### src/rtl/cirno9_iob_pkg.sv
// Shared IOB field widths, arbiter state encoding and the default timeout read data.
package cirno9_iob_pkg;
  localparam int ADR_W = 32;
  localparam int WEN_W = 4;
  localparam int DAT_W = 32;

  typedef enum logic {
    IDLE = 1'b0,
    BUSY = 1'b1
  } state_t;

  localparam logic [DAT_W-1:0] ERR_RDAT_DEF = 32'hDEAD_BEEF;
endpackage

### src/rtl/cirno9_rr_pick2.sv
// Two-way grant picker: a single requester always wins, ties go by round-robin or to m0.
module cirno9_rr_pick2 (
  input  logic [1:0] req,
  input  logic       last,
  input  logic       rr,
  output logic [1:0] gnt
);
  // One-hot grant; on a tie in round-robin mode the master that did not go last wins
  always_comb begin
    gnt = req;
    if (req == 2'b11) gnt = (rr && !last) ? 2'b10 : 2'b01;
  end
endmodule

### src/rtl/cirno9_iob_arb.sv
// Two-master, one-slave IOB arbiter with one outstanding transaction and a watchdog.
module cirno9_iob_arb
  import cirno9_iob_pkg::*;
#(
  parameter int               RR       = 1,
  parameter int               TIMEOUT  = 255,
  parameter logic [DAT_W-1:0] ERR_RDAT = ERR_RDAT_DEF
) (
  input  logic             clk,
  input  logic             rst,
  input  logic             m0_iob_val,
  output logic             m0_iob_rdy,
  input  logic [ADR_W-1:0] m0_iob_adr,
  input  logic [WEN_W-1:0] m0_iob_wen,
  input  logic [DAT_W-1:0] m0_iob_wdat,
  output logic [DAT_W-1:0] m0_iob_rdat,
  input  logic             m1_iob_val,
  output logic             m1_iob_rdy,
  input  logic [ADR_W-1:0] m1_iob_adr,
  input  logic [WEN_W-1:0] m1_iob_wen,
  input  logic [DAT_W-1:0] m1_iob_wdat,
  output logic [DAT_W-1:0] m1_iob_rdat,
  output logic             o_iob_val,
  input  logic             o_iob_rdy,
  output logic [ADR_W-1:0] o_iob_adr,
  output logic [WEN_W-1:0] o_iob_wen,
  output logic [DAT_W-1:0] o_iob_wdat,
  input  logic [DAT_W-1:0] o_iob_rdat,
  output logic             err
);
  // A zero TIMEOUT would give a zero-width counter; keep one dummy bit instead
  localparam int WD_W = (TIMEOUT > 0) ? $clog2(TIMEOUT + 1) : 1;

  state_t           state;
  logic             gnt;
  logic             last;
  logic [WD_W-1:0]  wd_cnt;
  logic [ADR_W-1:0] req_adr;
  logic [WEN_W-1:0] req_wen;
  logic [DAT_W-1:0] req_wdat;
  logic [1:0]       pick;
  logic             busy;
  logic             wd_hit;
  logic             done;
  logic [DAT_W-1:0] rsp_dat;

  cirno9_rr_pick2 u_pick (
    .req  ({m1_iob_val, m0_iob_val}),
    .last (last),
    .rr   (RR != 0),
    .gnt  (pick)
  );

  assign busy    = (state == BUSY);
  // A slave rdy in the last allowed cycle wins over the watchdog
  assign wd_hit  = (TIMEOUT > 0) && busy && !o_iob_rdy && (wd_cnt == WD_W'(TIMEOUT - 1));
  assign done    = busy && (o_iob_rdy || wd_hit);
  assign rsp_dat = wd_hit ? ERR_RDAT : o_iob_rdat;

  // Combinational return path: response lands in the slave's rdy cycle
  assign m0_iob_rdy  = done && !gnt;
  assign m1_iob_rdy  = done && gnt;
  assign m0_iob_rdat = m0_iob_rdy ? rsp_dat : '0;
  assign m1_iob_rdat = m1_iob_rdy ? rsp_dat : '0;
  assign err         = wd_hit;

  assign o_iob_adr  = req_adr;
  assign o_iob_wen  = req_wen;
  assign o_iob_wdat = req_wdat;

  // IDLE/BUSY control: latch the winner's request, hold it until the slave or watchdog completes
  always_ff @(posedge clk) begin
    if (rst) begin
      state     <= IDLE;
      o_iob_val <= 1'b0;
      gnt       <= 1'b0;
      last      <= 1'b1;
      wd_cnt    <= '0;
      req_adr   <= '0;
      req_wen   <= '0;
      req_wdat  <= '0;
    end else begin
      case (state)
        IDLE: begin
          if (|pick) begin
            gnt       <= pick[1];
            req_adr   <= pick[1] ? m1_iob_adr  : m0_iob_adr;
            req_wen   <= pick[1] ? m1_iob_wen  : m0_iob_wen;
            req_wdat  <= pick[1] ? m1_iob_wdat : m0_iob_wdat;
            wd_cnt    <= '0;
            o_iob_val <= 1'b1;
            state     <= BUSY;
          end
        end
        BUSY: begin
          if (done) begin
            o_iob_val <= 1'b0;
            last      <= gnt;
            state     <= IDLE;
          end else if (TIMEOUT > 0) begin
            wd_cnt <= wd_cnt + 1'b1;
          end
        end
        default: state <= IDLE;
      endcase
    end
  end
endmodule

### config.mk
export PLATFORM = sky130hd
export DESIGN_NAME = cirno9_iob_arb
export DESIGN_NICKNAME = d
export VERILOG_FILES = /design/src/rtl/cirno9_iob_pkg.sv /design/src/rtl/cirno9_rr_pick2.sv /design/src/rtl/cirno9_iob_arb.sv
export SDC_FILE = /design/constraint.sdc
export NUM_CORES = 1
export LEC_CHECK = 0
export CORE_MARGIN = 5
export CORE_UTILIZATION = 35
export DETAILED_ROUTE_END_ITERATION = 8
export HOLD_SLACK_MARGIN = 0.08
export PLACE_DENSITY = 0.82
export SLEW_MARGIN = 20
export SYNTH_ARGS = -nofsm -noshare
export SYNTH_HDL_FRONTEND = slang
export SYNTH_HIERARCHICAL = 1
export SYNTH_SLANG_ARGS = --single-unit
### constraint.sdc
create_clock -name clk -period 2.2 [get_ports clk]
set_input_delay 0.44 -clock clk [delete_from_list [all_inputs] [get_ports clk]]
set_output_delay 0.44 -clock clk [all_outputs]
set_load 0.02 [all_outputs]
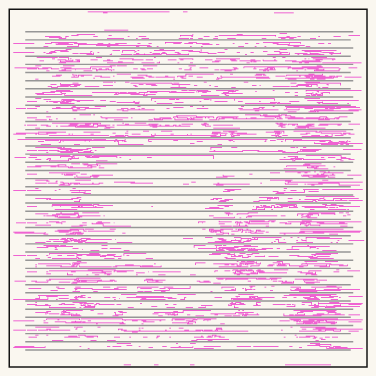
(run_1/met1.png)
Drawn at 3 px/µm. Supply wires on this layer in grey.
The wires run mostly horizontal. The layer holds 35% of the routed length. The layer carries 5940 µm of wire. The longest straight run is 40.9 µm.
GR Util met1: 21.63%
via count: 4774

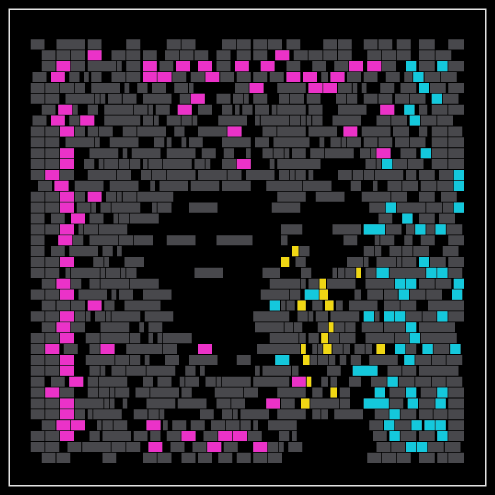
(run_1/gate_families.png)
Drawn at 4 px/µm.
Key: magenta = multiplexers [cells 69, most used mux2i_1]; cyan = AND-OR and OR-AND gates [cells 56, most used o21a_1, where a column on the right]; yellow = NAND gates [cells 16]
Comb area share: 28.70%
dominant logic cell type in the layout: clkdlybuf4s50_1
Final Non-Filler Cells: 925

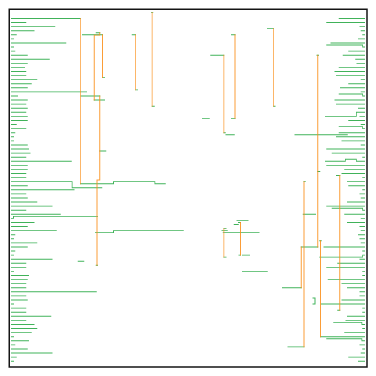
(run_1/metal_stack.png)
Drawn at 3 px/µm. Only two layers are drawn.
Key: green = met3 [wire length 1290 µm]; orange = met4 [wire length 510 µm]
wire per inst: 18.49 µm
all-layer global routing usage: 21.57%
final wirelength: 17.10 mm

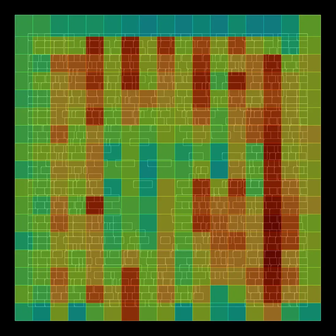
(run_1/final_congestion.png)
fin util: 71.62%
met2 global-route usage: 41.46%

==> out/qor.csv, run 1 <==
stage,metric,value,unit
status,status,"finished, violations left",
status,failed_checks,negative setup slack,
detailed_routing,dr_wl_met2,9.358,mm
placement,dpl_worst_slack,-0.4782,ns
worst_setup_path,crit_path_end_kind,output port,
global_route,antenna_found_initial,0,
final_timing,setup_ws,-0.2734,ns
clocking,htreeDepth,3,
final_timing,drv_slew,0,
detailed_routing,antenna_left,0,
final_timing,tns,-14.06,ns
synth,yosys_warnings,6,
synth,synthAdderAreaFrac,0.6044,%
clocking,cts.sinks,80,
global_route,grt_pass1_vias,4867,
synth,top_logic_kind,AND-OR/OR-AND gates,
global_route,gr-total-overflow,0,
global_route,grt_pass1_wl,24.72,mm
floorplan,core,11520,µm²
synth,postSynthAreaPerCell,9.040,µm²
worst_setup_path,crit_fanout,8,
synth,ys_sh_simple,13.09,%
worst_setup_path,cp_data_required_time,1.76,ns
floorplan,boundaryPins,309,
final_timing,finalCritPeriodShare,112.4,%
layout,drive_above_1_share,19.05,%
clocking,cts_tree,done,
placement,portBuffers,308,
final_timing,hold_viol,0,
synth,syn_inst,458,
clocking,cts_made_buffers,9,
layout,seqCellArea,1603,µm²
clocking,clkSlewWorstSetupHoldPaths,0.05,ns
min_path,hold_start,rst,
worst_setup_path,reg2reg_from,wd_cnt[0],
worst_setup_path,crit_path_top_delay_cell,dfxtp_2,
synth,fp_nets,633,
clocking,root_buffer,clkbuf_16,
clocking,clockBufferDepth,2,
worst_setup_path,slowest_delay,0.32,ns
final_timing,setup_viol,67,
clocking,ctsHoldBuffers,0,
==> run 1: cells in the mapped netlist <==
library cell,number
o32ai_1,1
nor3_1,3
ha_1,2
mux2i_1,69
buf_4,9
buf_2,21
or4_1,2
buf_1,4
nand2_2,1
nand2b_1,1
nor2_1,73
dfxtp_1,80
a41o_1,1
a211oi_1,68
o211a_1,3
inv_1,5
a21o_1,1
and2b_2,1
o21ai_0,2
nor4_1,1
nor2_2,1
inv_2,1
nand2_1,4
nand4_1,5
o21ai_1,2
nor2b_4,1
conb_1,1
o31ai_1,1
a21oi_1,8
clkbuf_1,10
a211o_1,1
and3_1,19
nand3_1,5
buf_6,1
o21a_1,50
==> run 1: how the worst min path moves through the flow <==
stage | slack [ns] | end | cells after the start
6_report | 0.42 | busy | 2
5_1_grt | 0.43 | wd_cnt[0] | 2
4_1_cts | 0.41 | busy | 2
3_5_place_dp | 0.49 | o_iob_wdat[7] | 2
3_3_place_gp | 0.49 | o_iob_adr[28] | 2
2_1_floorplan | 0.47 | wd_cnt[0] | 2
==> run 1: cells in the final DEF, fill, tap and decap left out, types with 3 or more instances in the layout <==
cell type / Yosys / final
clkdlybuf4s50_1: 0 / 240
dfxtp_1: 80 / 79
nor2_1: 73 / 72
mux2i_1: 69 / 69
buf_6: 1 / 69
a211oi_1: 68 / 68
o21a_1: 50 / 49
buf_4: 9 / 26
clkbuf_16: 0 / 13
and3_4: 0 / 10
buf_12: 0 / 10
and3_1: 19 / 9
a21oi_1: 8 / 8
nand4_1: 5 / 5
nand3_1: 5 / 5
inv_1: 5 / 4
nand2_1: 4 / 4
nor3_1: 3 / 3
clkbuf_8: 0 / 3
==> run 1: per-stage QoR <==
step / instance area, µm² / util, % / power [mW] / std cells / hold slack [ns]
2_1_floorplan: 4140 / - / 2.338 / 458 / 0.4692
3_3_place_gp: 7491 / 65.05 / 3.105 / 891 / 0.4859
3_5_place_dp: 7491 / 65.05 / 3.141 / 891 / 0.4908
4_1_cts: 7870 / 68.34 / 4.768 / 909 / 0.4080
5_1_grt: 8248 / 71.62 / 5.013 / 925 / 0.4262
6_report: 8248 / 71.62 / 4.802 / 925 / 0.4209
==> run 1: where the power goes <==
group	switching, mW	internal (mW)	total [mW]
clock network	0.533	1.09	1.62
logic	0.687	0.818	1.51
registers	0.0789	1.60	1.68
==> run 1: kinds of logic after synthesis <==
family / after synthesis
fa+ha+maj: 2
compound gates: 138
flops: 80
simple gates: 117
other cells: 1
mux: 69
buf+inv: 51
==> run 1: area by class of cell <==
| type | instances | share of cell area [%] |
|---|---|---|
| flip-flops and latches | 80 | 19.43 |
| repair buffers | 353 | 45.31 |
| inverters | 6 | 0.3337 |
| clock inverters | 2 | 0.7282 |
| well taps | 143 | 2.169 |
| clock buffers | 14 | 3.322 |
| multi-input cells | 327 | 28.70 |
==> run 1: worst max-delay path, delay by kind of cell, from the launching register on <==
family	cells	cell delay, ns
buffers and inverters	4	0.44
adder cells (fa/ha/maj)	1	0.17
AND-OR/OR-AND	1	0.21
AND/OR/NAND/NOR	3	0.57
flip-flops	1	0.32
==> run_1/zoom.png <==
Window x 44 to 74, y 68 to 98 µm. Cells in grey, sequential cells in the stronger grey; small squares are vias.
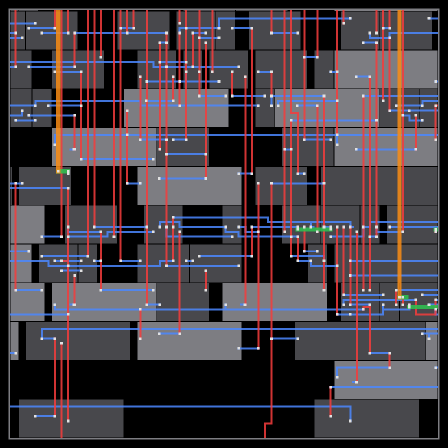

==> run 1 -> run 2 <==
--- a/config.mk
+++ b/config.mk
@@ -10,6 +10,7 @@
 export DETAILED_ROUTE_END_ITERATION = 8
 export HOLD_SLACK_MARGIN = 0.08
 export PLACE_DENSITY = 0.82
+export SETUP_SLACK_MARGIN = 0.05
 export SLEW_MARGIN = 20
 export SYNTH_ARGS = -nofsm -noshare
 export SYNTH_HDL_FRONTEND = slang
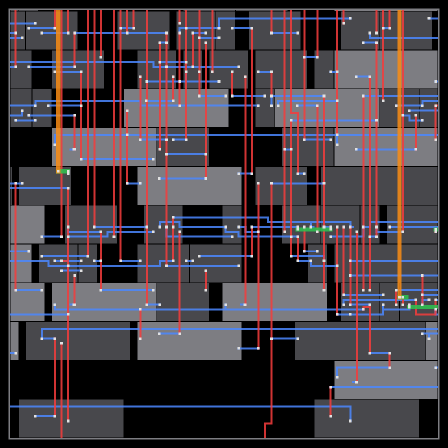
(run_2/zoom.png)
Window x 44 to 74, y 68 to 98 µm. Cells in grey, sequential cells in the stronger grey; small squares are vias.
Key: blue = met1; red = met2; orange = met4; green = met3
Sequential cells in the window: 10. Netlist names of flops here include o_iob_adr (10). 54 logic cells have their middle in the window. Most frequent: a211oi_1 (12), clkdlybuf4s50_1 (12).

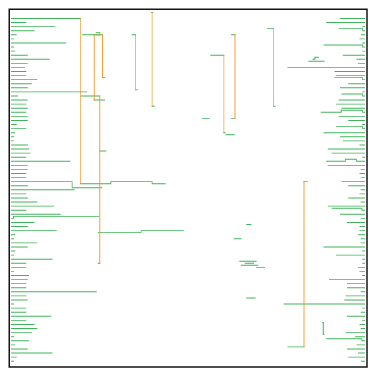
(run_2/metal_stack.png)
Drawn at 3 px/µm. Only two layers are drawn.
Key: green = met3 [wire length 1250 µm]; orange = met4 [wire length 334 µm]

==> run 2 against run 1 <==
Effect of this change: count of clock-buffer cells in the layout unchanged; global-route usage about the same; the run still ends with negative setup slack left; final cell count down 0.65%; die area did not move; worst hold slack worse by 0.0063 ns; sequential share of layout area up 0.24 points; non-clock buffer count decreased by 7; largest cell class unchanged; power fell by 0.43%; flip-flop count did not move; final area fell by 1.2%; register-to-register slack improved by 0.04 ns.
==> out/qor.csv, run 2 <==
stage,metric,value,unit,change
layout,area_delta_synth_final,96.74,%,was 99.21%
clocking,clockBufferDepth,2,,unchanged
detailed_routing,drc,0,,unchanged
final_timing,rsz0062_at_grt,yes,,unchanged
placement,dp_hpwl,12.52,mm,unchanged
power,leakage,3.299,nW,was 3.310 nW
worst_setup_path,crit_path_end_kind,output port,,unchanged
placement,portBuffers,308,,unchanged
clocking,clkSlewWorstSetupHoldPaths,0.05,ns,about the same
clocking,cts.sinks,80,,unchanged
layout,lay_top_cells,"clkdlybuf4s50_1 (240), dfxtp_1 (79), nor2_1 (72)",,unchanged
layout,logic_area,2335,µm²,was 2367 µm²
flow_run,warning_count,29,,unchanged
clocking,clock_latency,0.32,ns,about the same
synth,flop_cell,dfxtp_1,,unchanged
floorplan,die_w,118.8,µm,unchanged
floorplan,boundaryPins,309,,unchanged
floorplan,die_area,14100,µm²,unchanged
global_route,gr-usage-all-layers,21.58,%,was 21.57%
layout,finish.instance_area,8145,µm²,was 8248 µm²
synth,top_cell_area_share,38.68,%,unchanged
final_timing,period_needed,2.428,ns,was 2.473 ns
layout,seqCellArea,1603,µm²,unchanged
layout,lay_top_count,clkdlybuf4s50_1,,unchanged
layout,fillerInstances,807,,was 794
floorplan,core,11520,µm²,unchanged
final_timing,drv_slew,0,,unchanged
floorplan,fp.dieH,118.8,µm,unchanged
clocking,cts_tree,done,,unchanged
final_timing,setup_ws,-0.2279,ns,was -0.2734 ns
clocking,cts_made_buffers,9,,unchanged
synth,syn_inst,458,,unchanged
layout,drive_above_1_share,17.29,%,was 19.05%
global_route,grt_pass1_vias,4883,,was 4867
worst_setup_path,ff2ff_setup_slack,0.34,ns,was 0.30 ns
final_timing,skew,0.005010,ns,was 0.005893 ns
worst_setup_path,cp_data_required_time,1.76,ns,about the same
global_route,gr-total-overflow,0,,unchanged
floorplan,floorplan.core_util,35.95,%,unchanged
detailed_routing,wl,16.65,mm,was 17.10 mm
layout,nets,945,,was 952
synth,yosysChipArea,4140,µm²,unchanged
global_route,antenna_found_initial,1,,was 0
flow_run,drv_cap,0,,unchanged
final_timing,setup_viol,66,,was 67
synth,synth_area,4140,µm²,unchanged
synth,yosys_warnings,6,,unchanged
synth,ys_ff,80,,unchanged
synth,synthDistinctLibCells,35,,unchanged
detailed_routing,first_pass_iters,4,,unchanged
detailed_routing,antenna_left,0,,unchanged
synth,most_common_cell,dfxtp_1,,unchanged
power,p_per_area,587.0,nW/µm²,was 582.2 nW/µm²
status,failed_checks,negative setup slack,,unchanged
placement,postPlaceCellArea,7491,µm²,unchanged
synth,postSynthAreaPerCell,9.040,µm²,unchanged
synth,synth_top_cell_by_area,dfxtp_1,,unchanged
final_timing,finalCritPeriodShare,110.4,%,was 112.4%
global_route,grt_pass1_wl,24.76,mm,was 24.72 mm
placement,dpl_worst_slack,-0.4782,ns,unchanged
final_timing,max_freq,411.9,MHz,was 404.3 MHz
synth,ys_cells,458,,unchanged
status,status,"finished, violations left",,unchanged
detailed_routing,wl_per_cell,18.11,µm,was 18.49 µm
clocking,ctsHoldBuffers,0,,unchanged
synth,ys_seq_share,38.68,%,unchanged
worst_setup_path,crit_fanout,8,,unchanged
placement,gp_congestion,0.8800,,unchanged
worst_setup_path,start_kind,register,,unchanged
worst_setup_path,critPathArrivalTime,1.99,ns,was 2.03 ns
floorplan,core.rowCount,39,,unchanged
clocking,root_buffer,clkbuf_16,,unchanged
clocking,htreeDepth,3,,unchanged
global_route,grt_max_degree,75,,unchanged
synth,edf_count,0,,unchanged
synth,yosys-top-cells-count,"dfxtp_1 (80), nor2_1 (73), mux2i_1 (69)",,unchanged
synth,synthTopCellsByArea,"dfxtp_1 (39%), mux2i_1 (17%), a211oi_1 (12%)",,unchanged
detailed_routing,route.vias.total,4681,,was 4774
synth,fp_nets,633,,unchanged
power,ir_worst_vdd,0.3711,mV,about the same
min_path,hp-class,in2reg,,unchanged
detailed_routing,drt_iter0_markers,152,,was 150
final_timing,hold_viol,0,,unchanged
detailed_routing,vias_per_cell,5.094,,was 5.161
final_timing,tns,-10.36,ns,was -14.06 ns
worst_setup_path,path_class,reg2out,,unchanged
synth,synthArstFlopShare,0,%,unchanged
run 2: final cells by class:
type                    instances  share of cell area, %
diodes                          1                0.03072
clock buffers                  14                  3.364
clock inverters                 2                 0.7373
inverters                       6                 0.3687
multi-input cells             327                  28.66
flip-flops and latches         80                  19.68
well taps                     143                  2.197
repair buffers                346                  44.96
run 2: cell families after synthesis:
family          synth area share [%]
compound gates                 24.60
fa+ha+maj                     0.6043
buf+inv                        6.255
flops                          38.68
mux                            16.68
other cells                  0.09057
simple gates                   13.09
run 2: repair_timing:
action                                  4_1_cts  5_1_grt
endpoints found under the setup margin       67       85
buffers inserted                              1        4
gates resized                               309      105
pin swaps                                     1        5
gates cloned                                  1        5
run 2: path summary, 6_finish.rpt:
path / start / end / depth (start not counted)
max reg2reg: wd_cnt[0] / wd_cnt[1] / 9
min: rst / busy / 2
max: wd_cnt[0] / m0_iob_rdat[14] / 8
min reg2reg: o_iob_adr[18] / o_iob_adr[18] / 2
run 2: metal layers:
metal  track usage [%]  share of wire (%)
met4             9.269                2.0
met5                 0                  0
met1             21.63                 35
met2             41.21                 55
met3             6.208                7.5
run 2: power breakdown:
part	internal (mW)	total, mW	switching [mW]
registers	1.60	1.68	0.0784
logic	0.804	1.48	0.679
clock network	1.09	1.62	0.536
run 2: critical path: stages, from the launching register on:
cell       delay, ns
dfxtp_2         0.32
inv_2           0.05
ha_1            0.14
nand4_1         0.17
nor2_4          0.23
o211a_4         0.26
clkbuf_16       0.17
and3_1          0.18
buf_6           0.13
run 2: stage by stage:
stage / instances / hold slack [ns] / power [mW] / util [%]
detailed placement: 891 / 0.4908 / 3.141 / 65.05
global placement: 891 / 0.4859 / 3.105 / 65.05
finish: 919 / 0.4146 / 4.781 / 70.73
floorplan: 458 / 0.4692 / 2.338 / -
global route: 919 / 0.4262 / 4.991 / 70.73
CTS: 909 / 0.4080 / 4.765 / 68.32
Power and IR drop assume default switching activity.
